Fig. 1: metal layers overlaid
The bar under the picture is 20 um long.
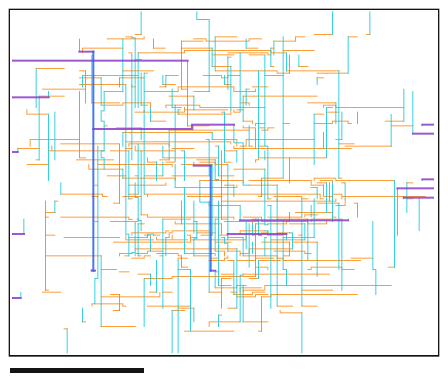
Fig. 2: pin map
Pins as bars across the die edge, other pins in gray.
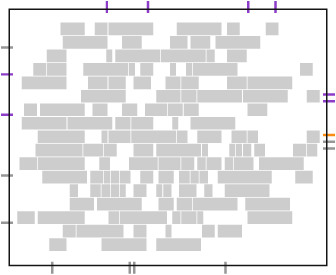
Fig. 3: clock wiring as the flow saved it
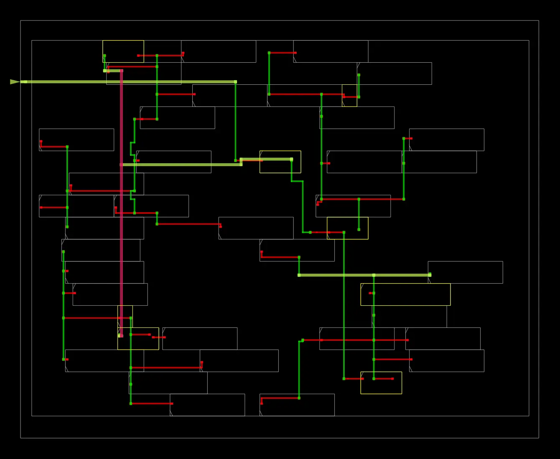
$ cat src/rtl/i2c_slave_rx_if.sv
// Bus and local-side signals of the write-only I2C slave receiver.
// The slave modport is the receiver's view; master is the environment's view.
interface i2c_slave_rx_if;
  logic       scl_in;
  logic       sda_in;
  logic       sda_oe;
  logic [7:0] rx_data;
  logic       rx_valid;
  logic       rx_ready;
  logic       addr_hit;
  logic       busy;
  logic       overrun;

  modport slave (
    input  scl_in, sda_in, rx_ready,
    output sda_oe, rx_data, rx_valid, addr_hit, busy, overrun
  );

  modport master (
    output scl_in, sda_in, rx_ready,
    input  sda_oe, rx_data, rx_valid, addr_hit, busy, overrun
  );
endinterface

$ cat src/rtl/i2c_slave_rx.sv
// Write-only I2C slave receiver: oversamples SCL/SDA, decodes START/STOP, matches
// a 7-bit address, ACKs accepted bytes and hands them out on a valid/ready port.
module i2c_slave_rx #(
  parameter logic [6:0] SLAVE_ADDR = 7'h50
) (
  input  logic          clk,
  input  logic          reset,
  i2c_slave_rx_if.slave bus
);

  typedef enum logic [2:0] {IDLE, ADDR, ADDR_ACK, DATA, DATA_ACK, IGNORE} state_t;

  state_t     state;
  logic [2:0] bit_cnt;
  logic [7:0] shreg;
  logic       ack;
  logic       ack_drv;
  logic       scl_p0, scl_p1, scl_p2;
  logic       sda_p0, sda_p1, sda_p2;
  logic       scl_rise, scl_fall, start_det, stop_det;
  logic       handshake, addr_match;
  logic [7:0] byte_in;

  // Stage p0/p1: synchronizer; p2: history. Idle-high reset avoids false edges.
  always_ff @(posedge clk or negedge reset) begin
    if (!reset) begin
      scl_p0 <= 1'b1;
      scl_p1 <= 1'b1;
      scl_p2 <= 1'b1;
      sda_p0 <= 1'b1;
      sda_p1 <= 1'b1;
      sda_p2 <= 1'b1;
    end else begin
      scl_p0 <= bus.scl_in;
      scl_p1 <= scl_p0;
      scl_p2 <= scl_p1;
      sda_p0 <= bus.sda_in;
      sda_p1 <= sda_p0;
      sda_p2 <= sda_p1;
    end
  end

  assign scl_rise   = scl_p1 & ~scl_p2;
  assign scl_fall   = ~scl_p1 & scl_p2;
  assign start_det  = scl_p1 & scl_p2 & ~sda_p1 & sda_p2;
  assign stop_det   = scl_p1 & scl_p2 & sda_p1 & ~sda_p2;
  assign handshake  = bus.rx_valid & bus.rx_ready;
  assign byte_in    = {shreg[6:0], sda_p1};
  assign addr_match = (byte_in[7:1] == SLAVE_ADDR) && !byte_in[0];

  always_ff @(posedge clk or negedge reset) begin
    if (!reset) begin
      state        <= IDLE;
      bit_cnt      <= 3'd0;
      shreg        <= 8'h00;
      ack          <= 1'b0;
      ack_drv      <= 1'b0;
      bus.sda_oe   <= 1'b0;
      bus.rx_data  <= 8'h00;
      bus.rx_valid <= 1'b0;
      bus.addr_hit <= 1'b0;
      bus.busy     <= 1'b0;
      bus.overrun  <= 1'b0;
    end else begin
      bus.addr_hit <= 1'b0;
      // A load later in this block overrides the handshake clear.
      if (handshake)
        bus.rx_valid <= 1'b0;

      if (start_det) begin
        state       <= ADDR;
        bit_cnt     <= 3'd0;
        shreg       <= 8'h00;
        bus.overrun <= 1'b0;
        bus.sda_oe  <= 1'b0;
        ack_drv     <= 1'b0;
      end else if (stop_det) begin
        state      <= IDLE;
        bus.busy   <= 1'b0;
        bus.sda_oe <= 1'b0;
        ack_drv    <= 1'b0;
      end else begin
        case (state)
          ADDR: begin
            if (scl_rise) begin
              shreg   <= byte_in;
              bit_cnt <= bit_cnt + 3'd1;
              if (bit_cnt == 3'd7) begin
                ack          <= addr_match;
                bus.addr_hit <= addr_match;
                if (addr_match)
                  bus.busy <= 1'b1;
                state <= ADDR_ACK;
              end
            end
          end
          DATA: begin
            if (scl_rise) begin
              shreg   <= byte_in;
              bit_cnt <= bit_cnt + 3'd1;
              if (bit_cnt == 3'd7) begin
                if (!bus.rx_valid || bus.rx_ready) begin
                  bus.rx_data  <= byte_in;
                  bus.rx_valid <= 1'b1;
                  ack          <= 1'b1;
                end else begin
                  bus.overrun <= 1'b1;
                  ack         <= 1'b0;
                end
                state <= DATA_ACK;
              end
            end
          end
          // First SCL fall drives the ACK slot, the second one ends it.
          ADDR_ACK, DATA_ACK: begin
            if (scl_fall) begin
              if (!ack_drv) begin
                bus.sda_oe <= ack;
                ack_drv    <= 1'b1;
              end else begin
                bus.sda_oe <= 1'b0;
                ack_drv    <= 1'b0;
                state      <= ack ? DATA : IGNORE;
              end
            end
          end
          default: ;
        endcase
      end
    end
  end

endmodule
$ cat src/flat_wrapper.sv
// flat-port wrapper written by rule: the top's interface ports become plain ports
module i2c_slave_rx_flat 
#(
  parameter logic [6:0] SLAVE_ADDR = 7'h50
)
  (clk, reset, bus_scl_in, bus_sda_in, bus_rx_ready, bus_sda_oe, bus_rx_data, bus_rx_valid, bus_addr_hit, bus_busy, bus_overrun);
  i2c_slave_rx_if bus_i ();
  input  logic clk;
  input  logic reset;
  input wire logic [$bits(bus_i.scl_in)-1:0] bus_scl_in;
  input wire logic [$bits(bus_i.sda_in)-1:0] bus_sda_in;
  input wire logic [$bits(bus_i.rx_ready)-1:0] bus_rx_ready;
  output wire logic [$bits(bus_i.sda_oe)-1:0] bus_sda_oe;
  output wire logic [$bits(bus_i.rx_data)-1:0] bus_rx_data;
  output wire logic [$bits(bus_i.rx_valid)-1:0] bus_rx_valid;
  output wire logic [$bits(bus_i.addr_hit)-1:0] bus_addr_hit;
  output wire logic [$bits(bus_i.busy)-1:0] bus_busy;
  output wire logic [$bits(bus_i.overrun)-1:0] bus_overrun;
  assign bus_i.scl_in = bus_scl_in;
  assign bus_i.sda_in = bus_sda_in;
  assign bus_i.rx_ready = bus_rx_ready;
  assign bus_sda_oe = bus_i.sda_oe;
  assign bus_rx_data = bus_i.rx_data;
  assign bus_rx_valid = bus_i.rx_valid;
  assign bus_addr_hit = bus_i.addr_hit;
  assign bus_busy = bus_i.busy;
  assign bus_overrun = bus_i.overrun;
  i2c_slave_rx #(.SLAVE_ADDR(SLAVE_ADDR)) u_core (.clk(clk), .reset(reset), .bus(bus_i));
endmodule
$ cat config.mk
export PLATFORM = sky130hd
export DESIGN_NAME = i2c_slave_rx_flat
export DESIGN_NICKNAME = d
export VERILOG_FILES = /design/src/rtl/i2c_slave_rx_if.sv /design/src/rtl/i2c_slave_rx.sv /design/src/flat_wrapper.sv
export SDC_FILE = /design/constraint.sdc
export NUM_CORES = 1
export LEC_CHECK = 0
export CORE_ASPECT_RATIO = 0.8
export CORE_UTILIZATION = 46
export CTS_CLUSTER_DIAMETER = 50
export DETAILED_ROUTE_END_ITERATION = 16
export GPL_ROUTABILITY_DRIVEN = 0
export PLACE_DENSITY = 0.75
export SLEW_MARGIN = 10
export SYNTH_ARGS = -nofsm -noshare
export SYNTH_HDL_FRONTEND = slang
export SYNTH_SLANG_ARGS = --single-unit
$ cat constraint.sdc
create_clock -name clk -period 2.1 [get_ports clk]
set_input_delay 0.315 -clock clk [delete_from_list [all_inputs] [get_ports clk]]
set_output_delay 0.315 -clock clk [all_outputs]
set_load 0.1 [all_outputs]
==> flow_summary.ini <==
; physical design summary
[route]
drtPass1Iterations = 4
detailroute.via_count = 896
via_per_inst = 5.27
totalWireLength_um = 2380
remaining_drc_errors = 0
ant_nets = 0
wl_per_cell_um = 14.0
dr.first_iter.drc_count = 35

[finish]
inverters = 0
area.share.sequential_pct = 50.3
comb_area_um2 = 541
ff_count = 34
comb_area_share_pct = 31.6
design_area_um2 = 1710
layout_top_cells = dfrtp_1, buf_4, mux2_2
buffers_excl_clock = 19
final_util_pct = 60.4
lay_top_count = dfrtp_1
fin_nets = 138
top_area_cell_class = flip-flops and latches
layout-drive-gt1-share_pct = 32.6
antennaDiodeCount = 0
buffer_area_share_pct = 8.94
register_area_um2 = 858
area_delta_synth_final_pct = 21.7
nFillCells = 233
instances_no_fill = 170
clockNetworkAreaShare_pct = 6.37
logic_gate_count = 71

[worst_setup_path]
path_cells = and4bb_4, a22oi_2, or4b_1, and3b_1
rrSetupSlack_ns = 0.18
endpoint = u_core.state[1]
ff2ff_path_depth = 4
start_kind = flop
cpMaxStageDelayCell = dfstp_2
cpPeakStageDelay_ns = 0.59
timing.rr.start = u_core.scl_p1
r2r-end = u_core.state[1]
crit_type = reg2reg
critPathLaunch = u_core.scl_p1
path_max_fanout = 13
crit_arrival_ns = 2.10
crit_path_end_kind = flop
cp.required_ns = 2.28

[clocking]
tritoncts = yes
cts-root-buf = clkbuf_8
cts-resized-gates = 0
cts_max_path_buffers = 2
cts_hold_buf = 0
clk_pin_slew_ns = 0.07
cts_setup_buffers = 0
htree_levels = 2
cts_sinks = 34
clkLatencyLatePin_ns = 0.29

[timing]
whs_ns = 0.351
tightest_slew_ns = 0.415
setup_ws_ns = 0.182
fin_crit_sh_pct = 91.3
slew_headroom_pct = 72.3
rsz0062_at_grt = no
fmax_ghz = 0.522
fin_tns_setup_ns = 0
setup_viol = 0
final_max_slew_viol_count = 0
min_period_ns = 1.92
finalHoldViolations = 0

[power_and_ir_drop]
p_seq_share_pct = 52.3
power_frac_comb_pct = 4.8
p_sw_mw = 0.286
p_int_mw = 1.07
ir_drop_uv = 453
pg_seq_mw = 0.707
clkPwrFrac_pct = 42.9
swShare_pct = 21.2
p_comb_mw = 0.0646
p_leak_nw = 0.819
powerDensity_nw_per_um2 = 791
finalPower_mw = 1.35
pg_clk_mw = 0.580
maxPowerGroup = registers

[global_routing]
grt_max_degree = 35
grt_use_total_pct = 17.4
grt_pass1_wl_um = 4040
grt_overflow = 0
grt_antenna_before_repair = 0
grt_pass1_vias = 862

[synthesis]
syn-cell-area_um2 = 1400
ys_sh_aoi_pct = 9.18
simple_gate_area_share_pct = 15.4
yosysUniqueCellTypes = 30
floorplan.nets = 113
xor_area_share_pct = 1.25
synth_area_leader_cell = dfrtp_1
ys_sh_adder_pct = 1.78
synth.area.top_cells = dfrtp_1, dfstp_2, mux2_2
ys_area_um2 = 1400
synthCells = 106
ys_cells = 106
synth_top_area_share_pct = 49.9
synth-seq-cells = 34
ys_seq_share_pct = 61.1
synthMuxAreaShare_pct = 10.9
ys.warnings.count = 0
logic_family = simple AND/OR/NAND/NOR gates
avgSynthCellArea_um2 = 13.2

[place]
pre_cts_ws_ns = 0.186
place_area_um2 = 1600
dp.cells = 162
hpwl_um = 1690

[floorplan]
placementRows = 17
die_area_um2 = 3280
io_pins = 18
initCoreUtil_pct = 49.6
core_area_um2 = 2830
nWellTaps = 38

[worst_hold_path]
worstHoldStart = u_core.sda_p0
min_to = u_core.sda_p1
whs_path_depth = 0
hold_class = reg2reg

[flow_run]
drv_cap = 0
warnings = 26

[outcome]
status = complete, no violations
## Picture notes: Fig. 1
legend:
  purple:
    layer: M3
    wire_length: 103 um
  orange:
    layer: M1
    wire_length: 1220 um
  cyan:
    layer: M2
    wire_length: 1010 um
  blue:
    layer: M4
    wire_length: 48.3 um

## Picture notes: Fig. 2
legend:
  purple:
    port: bus_rx_data
    pins: 8
    direction: output
    edge: 4 north, 2 west, 2 east
  orange:
    port: bus_rx_valid
    pins: 1
    direction: output
    edge: east
all pins by edge: 5 east, 5 west, 4 south, 4 north
die extent in x: 63.8 um
Port Buf Inserts: 17
die extent in y: 51.4 um

## Picture notes: Fig. 3
number of buffers created by CTS: 5
Final Skew: 0.00771 ns
Clock buffer cells: 5

[cell usage after synthesis]
cell / instances
nand4bb_1: 1
and4bb_4: 1
mux2_2: 10
buf_2: 1
xor2_1: 2
a22oi_1: 1
and4bb_2: 1
nand3_1: 2
dfstp_2: 6
or4b_1: 1
a22oi_2: 1
dfrtp_1: 28
nand2b_1: 4
a22o_1: 5
nor2_1: 9
o21bai_1: 1
nor3_1: 2
o21a_1: 1
a31oi_1: 1
nor2b_1: 3
mux2i_1: 4
and3b_1: 2
ha_1: 2
nor4b_1: 2
o21ai_0: 4
or3b_1: 1
a41oi_1: 1
nand2_1: 5
a21oi_1: 3
nor2_2: 1
[registers in the layout, summed over array words and instances (netlist names)]
| register | cells |
|---|---|
| u_core.ack | 1 |
| u_core.ack_drv | 1 |
| u_core.bit_cnt | 3 |
| u_core.bus.addr_hit | 1 |
| u_core.bus.busy | 1 |
| u_core.bus.overrun | 1 |
| u_core.bus.rx_data | 8 |
| u_core.bus.rx_valid | 1 |
| u_core.bus.sda_oe | 1 |
| u_core.scl_p0 | 1 |
| u_core.scl_p1 | 1 |
| u_core.scl_p2 | 1 |
| u_core.sda_p0 | 1 |
| u_core.sda_p1 | 1 |
| u_core.sda_p2 | 1 |
| u_core.shreg | 7 |
| u_core.state | 3 |
[per-layer routing]
| layer | vias up | wire length, um | track usage (%) |
|---|---|---|---|
| met5 | - | 0 | 0 |
| met4 | 0 | 48 | 12.5 |
| met3 | 5 | 102 | 6.25 |
| met2 | 20 | 1010 | 22.9 |
| met1 | 439 | 1220 | 23.5 |
| li1 | 432 | - | - |
[critical path, delay by kind of cell (launching register included)]
family | cells | cell delay (ns)
simple gates | 3 | 1.10
compound gates | 1 | 0.12
flops | 1 | 0.59
